### Routing congestion

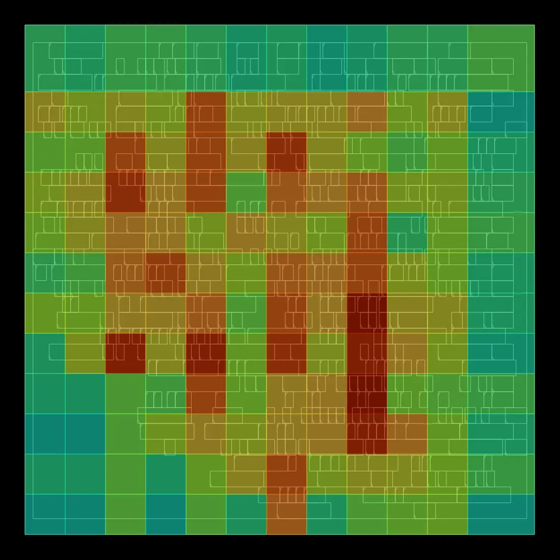
### Layout detail

Region (53, 53) to (78, 78) µm. Cells in grey, sequential cells in the stronger grey; small squares are vias.
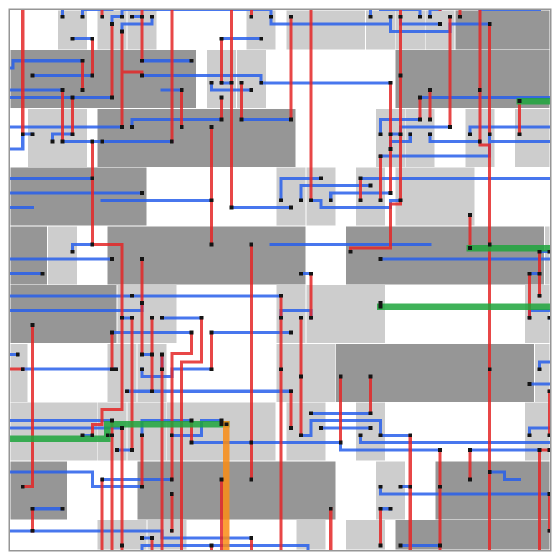
### Metal 1

Scale: 3 px per µm.
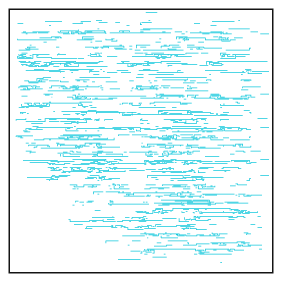
<file path="src/rtl/fb_pkg.sv">
// Shared constants, state type and slot helper for the framebuffer loader.
package fb_pkg;

  localparam int unsigned IMG_W      = 460;
  localparam int unsigned IMG_H      = 460;
  localparam int unsigned IMG_PIXELS = IMG_W * IMG_H;
  localparam int unsigned ADDR_W     = 19;
  localparam int unsigned DATA_W     = 8;

  typedef enum logic [1:0] {
    IDLE = 2'd0,
    LOAD = 2'd1,
    DONE = 2'd2
  } fb_state_t;

  // First RAM address of the selected image slot.
  function automatic int unsigned slot_base(input logic sel,
                                            input int unsigned pixels = IMG_PIXELS);
    return sel ? pixels : 0;
  endfunction

endpackage

</file>
<file path="src/rtl/fb_loader_if.sv">
// Pixel stream handshake plus RAM port B write bus.
//   in_valid/in_data : upstream pixel stream into the loader
//   in_ready         : loader accepts a pixel this cycle
//   wr_address/wr_data/wren : RAM port B write
// slave = loader side, master = stream source / RAM side.
interface fb_loader_if #(
  parameter int unsigned AW = fb_pkg::ADDR_W,
  parameter int unsigned DW = fb_pkg::DATA_W
);
  logic          in_valid;
  logic [DW-1:0] in_data;
  logic          in_ready;
  logic [AW-1:0] wr_address;
  logic [DW-1:0] wr_data;
  logic          wren;

  modport slave  (input  in_valid, in_data,
                  output in_ready, wr_address, wr_data, wren);
  modport master (output in_valid, in_data,
                  input  in_ready, wr_address, wr_data, wren);
endinterface

</file>
<file path="src/rtl/fb_addr_gen.sv">
// Write pointer plus row/col tracking for end-of-image detection.
//   load       : restart at base with row=col=0 (wins over advance)
//   advance    : one pixel written, step pointer and position
//   ptr        : address for the next pixel
//   last_pixel_c : current position is the final pixel of the image
module fb_addr_gen import fb_pkg::*; #(
  parameter int unsigned COLS = IMG_W,
  parameter int unsigned ROWS = IMG_H,
  parameter int unsigned AW   = ADDR_W
) (
  input  logic          clk,
  input  logic          rst,
  input  logic          load,
  input  logic [AW-1:0] base,
  input  logic          advance,
  output logic [AW-1:0] ptr,
  output logic          last_pixel_c
);

  localparam int unsigned COL_W = (COLS > 1) ? $clog2(COLS) : 1;
  localparam int unsigned ROW_W = (ROWS > 1) ? $clog2(ROWS) : 1;

  logic [AW-1:0]    ptr_d, ptr_q;
  logic [COL_W-1:0] col_d, col_q;
  logic [ROW_W-1:0] row_d, row_q;
  logic             col_last_c;

  assign col_last_c   = (col_q == COL_W'(COLS - 1));
  assign last_pixel_c = col_last_c && (row_q == ROW_W'(ROWS - 1));
  assign ptr          = ptr_q;

  // Running pointer; row/col only locate the end of the image.
  always_comb begin
    ptr_d = ptr_q;
    col_d = col_q;
    row_d = row_q;
    if (load) begin
      ptr_d = base;
      col_d = '0;
      row_d = '0;
    end else if (advance) begin
      ptr_d = ptr_q + AW'(1);
      if (col_last_c) begin
        col_d = '0;
        row_d = row_q + ROW_W'(1);
      end else begin
        col_d = col_q + COL_W'(1);
      end
    end
  end

  always_ff @(posedge clk or posedge rst) begin
    if (rst) begin
      ptr_q <= '0;
      col_q <= '0;
      row_q <= '0;
    end else begin
      ptr_q <= ptr_d;
      col_q <= col_d;
      row_q <= row_d;
    end
  end

endmodule

</file>
<file path="src/rtl/fb_loader.sv">
// Framebuffer writer: streams one image into RAM port B, slot 0 or 1.
//   clk, rst     : clock, async active-high reset
//   start        : begin a load (IDLE only); img_sel picks the slot
//   abort        : cancel a load in progress
//   bus          : pixel stream in, RAM port B write out
//   busy         : high while loading
//   done         : one-cycle pulse after the final pixel write
module fb_loader import fb_pkg::*; #(
  parameter int unsigned COLS = IMG_W,
  parameter int unsigned ROWS = IMG_H,
  parameter int unsigned AW   = ADDR_W,
  parameter int unsigned DW   = DATA_W
) (
  input  logic         clk,
  input  logic         rst,
  input  logic         start,
  input  logic         img_sel,
  input  logic         abort,
  fb_loader_if.slave   bus,
  output logic         busy,
  output logic         done
);

  localparam int unsigned PIXELS = COLS * ROWS;

  fb_state_t     state_d, state_q;
  logic          in_ready_d, in_ready_q;
  logic          busy_d, busy_q;
  logic          done_d, done_q;
  logic          wren_d, wren_q;
  logic [AW-1:0] wr_address_d, wr_address_q;
  logic [DW-1:0] wr_data_d, wr_data_q;

  logic          xfer_c, load_c, advance_c, last_pixel_c;
  logic [AW-1:0] ptr;
  logic [AW-1:0] base_c;

  assign xfer_c = bus.in_valid & in_ready_q;
  assign base_c = AW'(slot_base(img_sel, PIXELS));

  fb_addr_gen #(.COLS(COLS), .ROWS(ROWS), .AW(AW)) u_addr_gen (
    .clk          (clk),
    .rst          (rst),
    .load         (load_c),
    .base         (base_c),
    .advance      (advance_c),
    .ptr          (ptr),
    .last_pixel_c (last_pixel_c)
  );

  // Next state and next registered outputs.
  always_comb begin
    state_d      = state_q;
    in_ready_d   = in_ready_q;
    busy_d       = busy_q;
    done_d       = 1'b0;
    wren_d       = 1'b0;
    wr_address_d = wr_address_q;
    wr_data_d    = wr_data_q;
    load_c       = 1'b0;
    advance_c    = 1'b0;
    unique case (state_q)
      IDLE: begin
        in_ready_d = 1'b0;
        busy_d     = 1'b0;
        if (start) begin
          load_c     = 1'b1;
          state_d    = LOAD;
          in_ready_d = 1'b1;
          busy_d     = 1'b1;
        end
      end
      LOAD: begin
        // Abort discards a same-cycle transfer.
        if (abort) begin
          state_d    = IDLE;
          in_ready_d = 1'b0;
          busy_d     = 1'b0;
        end else if (xfer_c) begin
          wren_d       = 1'b1;
          wr_address_d = ptr;
          wr_data_d    = bus.in_data;
          advance_c    = 1'b1;
          if (last_pixel_c) begin
            state_d    = DONE;
            in_ready_d = 1'b0;
            busy_d     = 1'b0;
          end
        end
      end
      DONE: begin
        done_d     = 1'b1;
        state_d    = IDLE;
        in_ready_d = 1'b0;
        busy_d     = 1'b0;
      end
      default: begin
        state_d    = IDLE;
        in_ready_d = 1'b0;
        busy_d     = 1'b0;
      end
    endcase
  end

  always_ff @(posedge clk or posedge rst) begin
    if (rst) begin
      state_q      <= IDLE;
      in_ready_q   <= 1'b0;
      busy_q       <= 1'b0;
      done_q       <= 1'b0;
      wren_q       <= 1'b0;
      wr_address_q <= '0;
      wr_data_q    <= '0;
    end else begin
      state_q      <= state_d;
      in_ready_q   <= in_ready_d;
      busy_q       <= busy_d;
      done_q       <= done_d;
      wren_q       <= wren_d;
      wr_address_q <= wr_address_d;
      wr_data_q    <= wr_data_d;
    end
  end

  assign bus.in_ready   = in_ready_q;
  assign bus.wr_address = wr_address_q;
  assign bus.wr_data    = wr_data_q;
  assign bus.wren       = wren_q;
  assign busy           = busy_q;
  assign done           = done_q;

endmodule

</file>
<file path="src/flat_wrapper.sv">
// flat-port wrapper written by rule: the top's interface ports become plain ports
module fb_loader_flat import fb_pkg::*;
#(
  parameter int unsigned COLS = IMG_W,
  parameter int unsigned ROWS = IMG_H,
  parameter int unsigned AW   = ADDR_W,
  parameter int unsigned DW   = DATA_W
)
  (clk, rst, start, img_sel, abort, busy, done, bus_in_valid, bus_in_data, bus_in_ready, bus_wr_address, bus_wr_data, bus_wren);
  fb_loader_if #(.AW(AW), .DW(DW)) bus_i ();
  input  logic clk;
  input  logic rst;
  input  logic start;
  input  logic img_sel;
  input  logic abort;
  output logic busy;
  output logic done;
  input wire logic [$bits(bus_i.in_valid)-1:0] bus_in_valid;
  input wire logic [$bits(bus_i.in_data)-1:0] bus_in_data;
  output wire logic [$bits(bus_i.in_ready)-1:0] bus_in_ready;
  output wire logic [$bits(bus_i.wr_address)-1:0] bus_wr_address;
  output wire logic [$bits(bus_i.wr_data)-1:0] bus_wr_data;
  output wire logic [$bits(bus_i.wren)-1:0] bus_wren;
  assign bus_i.in_valid = bus_in_valid;
  assign bus_i.in_data = bus_in_data;
  assign bus_in_ready = bus_i.in_ready;
  assign bus_wr_address = bus_i.wr_address;
  assign bus_wr_data = bus_i.wr_data;
  assign bus_wren = bus_i.wren;
  fb_loader #(.COLS(COLS), .ROWS(ROWS), .AW(AW), .DW(DW)) u_core (.clk(clk), .rst(rst), .start(start), .img_sel(img_sel), .abort(abort), .bus(bus_i), .busy(busy), .done(done));
endmodule
</file>
<file path="config.mk">
export PLATFORM = sky130hd
export DESIGN_NAME = fb_loader_flat
export DESIGN_NICKNAME = d
export VERILOG_FILES = /design/src/rtl/fb_pkg.sv /design/src/rtl/fb_loader_if.sv /design/src/rtl/fb_addr_gen.sv /design/src/rtl/fb_loader.sv /design/src/flat_wrapper.sv
export SDC_FILE = /design/constraint.sdc
export NUM_CORES = 1
export LEC_CHECK = 0
export ABC_AREA = 1
export CORE_UTILIZATION = 47
export CTS_CLUSTER_DIAMETER = 80
export DETAILED_ROUTE_END_ITERATION = 10
export PLACE_DENSITY = 0.7
export SLEW_MARGIN = 20
export SYNTH_ARGS = -nofsm -noshare
export SYNTH_HDL_FRONTEND = slang
export SYNTH_SLANG_ARGS = --single-unit
</file>
<file path="constraint.sdc">
create_clock -name clk -period 2.7 [get_ports clk]
set_input_delay 0.675 -clock clk [delete_from_list [all_inputs] [get_ports clk]]
set_output_delay 0.675 -clock clk [all_outputs]
set_load 0.02 [all_outputs]
</file>
==> reports/results.tsv <==
stage	metric	value	unit
final_layout	ff_count	69	
final_layout	stdcell_count	573	
yosys	ys_ff	69	
worst_setup_path	crit_path_end_kind	output port	
worst_setup_path	cp-endpoint	bus_in_ready	
min_path	min_path_cells	2	
routing	drt-pass1-iter-count	5	
pwr	power.group.top	registers	
sta	worst_slew_pin_slew	0.413	ns
yosys	synthMuxAreaShare	0	
worst_setup_path	path_buffers	1	
final_layout	buf_share	0.120	
yosys	yosys.area_share.aoi	0.0928	
job	warnings	26	
die	die_h	87.3	µm
final_layout	lay_top_count	nand2_1	
final_layout	syn2layout_area_growth	21.1	%
routing	drc	0	
sta	period_needed	2.04	ns
pwr	p_leak	1.89	nW
pwr	power	2.88	mW
clocking	worstSkewPairLatency	0.35	ns
clocking	htreeDepth	3	
worst_setup_path	reg2reg_to	u_core.u_addr_gen.row_q[8]	
clocking	path_clk_slew	0.07	ns
routing	viasPerCell	5.08	
final_layout	flop_area	0.00173	mm²
pwr	p_sw_frac	0.315	
placement	dp_cells	557	
yosys	ys_warn_count	0	
global_routing	met2_usage	0.357	
routing	wl_met3	302	µm
die	rows	30	
die	io_pins	45	
sta	fin_skew	0.00772	ns
yosys	synth-edff-count	0	
yosys	syn_avg_cell_area	8.09	µm²
placement	gp_congestion	0.838	
global_routing	grt_pass1_wl	12.5	mm
yosys	syn_area	0.00342	mm²
final_layout	num-fill-cells	634	
global_routing	grt-ovfl-total	0	
pwr	pg_seq	1.32	mW
final_layout	logic_gate_count	302	
status	outcome	complete, no violations	
routing	m1WireLength	3.26	mm
sta	setup_ws	0.658	ns
worst_setup_path	arrival	1.37	ns
final_layout	nNonClkBuffers	50	
placement	place_hpwl	5.16	mm
worst_setup_path	crit_chain	clkdlybuf4s50_1	
final_layout	layout.nets	489	
global_routing	use_met1	0.272	
yosys	synth_seq_share	0.504	
worst_setup_path	slowest_delay	0.62	ns
final_layout	drive_gt1_frac	0.113	
routing	top_layer_used	met4	
placement	place_ws	0.319	ns
worst_setup_path	cp_top_family	buffers and inverters	
clocking	cts_resized	0	
worst_setup_path	r2r_cells	6	
routing	wl_per_cell	12.8	µm
final_layout	clk_share	0.0465	
yosys	synth_top_area_share	0.504	
yosys	top_cell	nand2_1	
worst_setup_path	r2r_slack	1.07	ns
clocking	cts_hold_buf	0	
die	dieWidth	87.3	µm
worst_setup_path	cp.depth	1	
worst_setup_path	worstSetupStartpoint	u_core.busy	
worst_setup_path	startpoint_type	flip-flop	
pwr	combPwrFrac	0.252	
sta	min_period_over_period	0.756	
final_layout	largestClassByArea	sequential cells	
final_layout	inverters	40	
job	maxCapViolations	0	
clocking	cts_made_buffers	9	
sta	slew_headroom	0.724	
pwr	p_int	1.97	mW
clocking	root_buffer	clkbuf_8	
yosys	syn_inst	423	
worst_setup_path	cp_slowest_cell	clkdlybuf4s50_1	
global_routing	grt_usage	0.214	
final_layout	seq_share	0.417	
pwr	p_clk	0.836	mW
yosys	top_cells_by_area	dfrtp_1 50%, nand2_1 14%, nor2_1 4.6%	
sta	rsz0062_at_grt	false	
sta	clock.fmax	0.490	GHz
sta	setup_violations	0	
die	taps	96	
yosys	top_cells_by_count	132 x nand2_1, 69 x dfrtp_1, 42 x nor2_1	
final_layout	design_area	0.00414	mm²
routing	first_iter_violations	129	
worst_setup_path	critPathKind	reg2out	
pwr	power_switching	0.908	mW
worst_setup_path	r2r-start	u_core.busy	
min_path	hold_start	u_core.bus.wr_data[7]	
routing	wirelength	7.33	mm
pwr	power_combinational	0.725	mW
pwr	power_density	695	mW/mm²
yosys	ff_type	dfrtp_1	
min_path	hp-class	reg2reg	
worst_setup_path	critPathMaxFanout	4	
routing	via_count	2913	
yosys	ys_types	35	
pwr	ir_drop	0.000241	V
yosys	ys_sh_adder	0.0110	
yosys	ys_sh_xor	0.00512	
global_routing	grt_max_degree	48	
placement	io_buffers	44	
final_layout	nClkBuffers	12	
sta	hold_ws	0.480	ns
yosys	simple_gate_area_frac	0.317	
final_layout	sh_comb_area	0.351	
routing	ant_nets	0	
sta	hold_viol	0	
yosys	yosys-stat-area	0.00342	mm²
global_routing	antenna_found_initial	0	
final_layout	layout_top_cells	132 x nand2_1, 69 x dfrtp_1, 44 x clkdlybuf4s50_1, 42 x nor2_1, 35 x inv_1	
global_routing	grt_pass1_vias	2749	
worst_setup_path	crit_required	2.03	ns
final_layout	diodes	0	
clocking	clk_path_buf_depth	2	
yosys	ys_cells	423	
clocking	cts.sinks	69	
min_path	min_to	u_core.bus.wr_data[7]	
die	dieArea	0.00763	mm²
die	core_area	0.00691	mm²
placement	placed_area	0.00395	mm²
yosys	async_flop_share	1.00	
pwr	p_clk_frac	0.290	
Notes on 'Routing congestion' above:
gr busiest metal: met2
Post-Route Utilization: 0.600
met3 usage in global routing: 0.0512

Notes on 'Layout detail' above:
legend:
  red:
    layer: metal 2
  blue:
    layer: metal 1
  orange:
    layer: metal 4
  green:
    layer: metal 3
netlist names of flops here include: `u_core.bus.wr_data` (5), `u_core.bus.wr_address` (4), `u_core.u_addr_gen.ptr` (2)
cells with their middle in the window: 51
sequential cells in the window: 11
most frequent: nand2_1 (22), dfrtp_1 (11), inv_1 (4)

Notes on 'Metal 1' above:
main direction: horizontal
nets with wire on the layer: 447

Power is estimated from default activity; no workload was simulated.
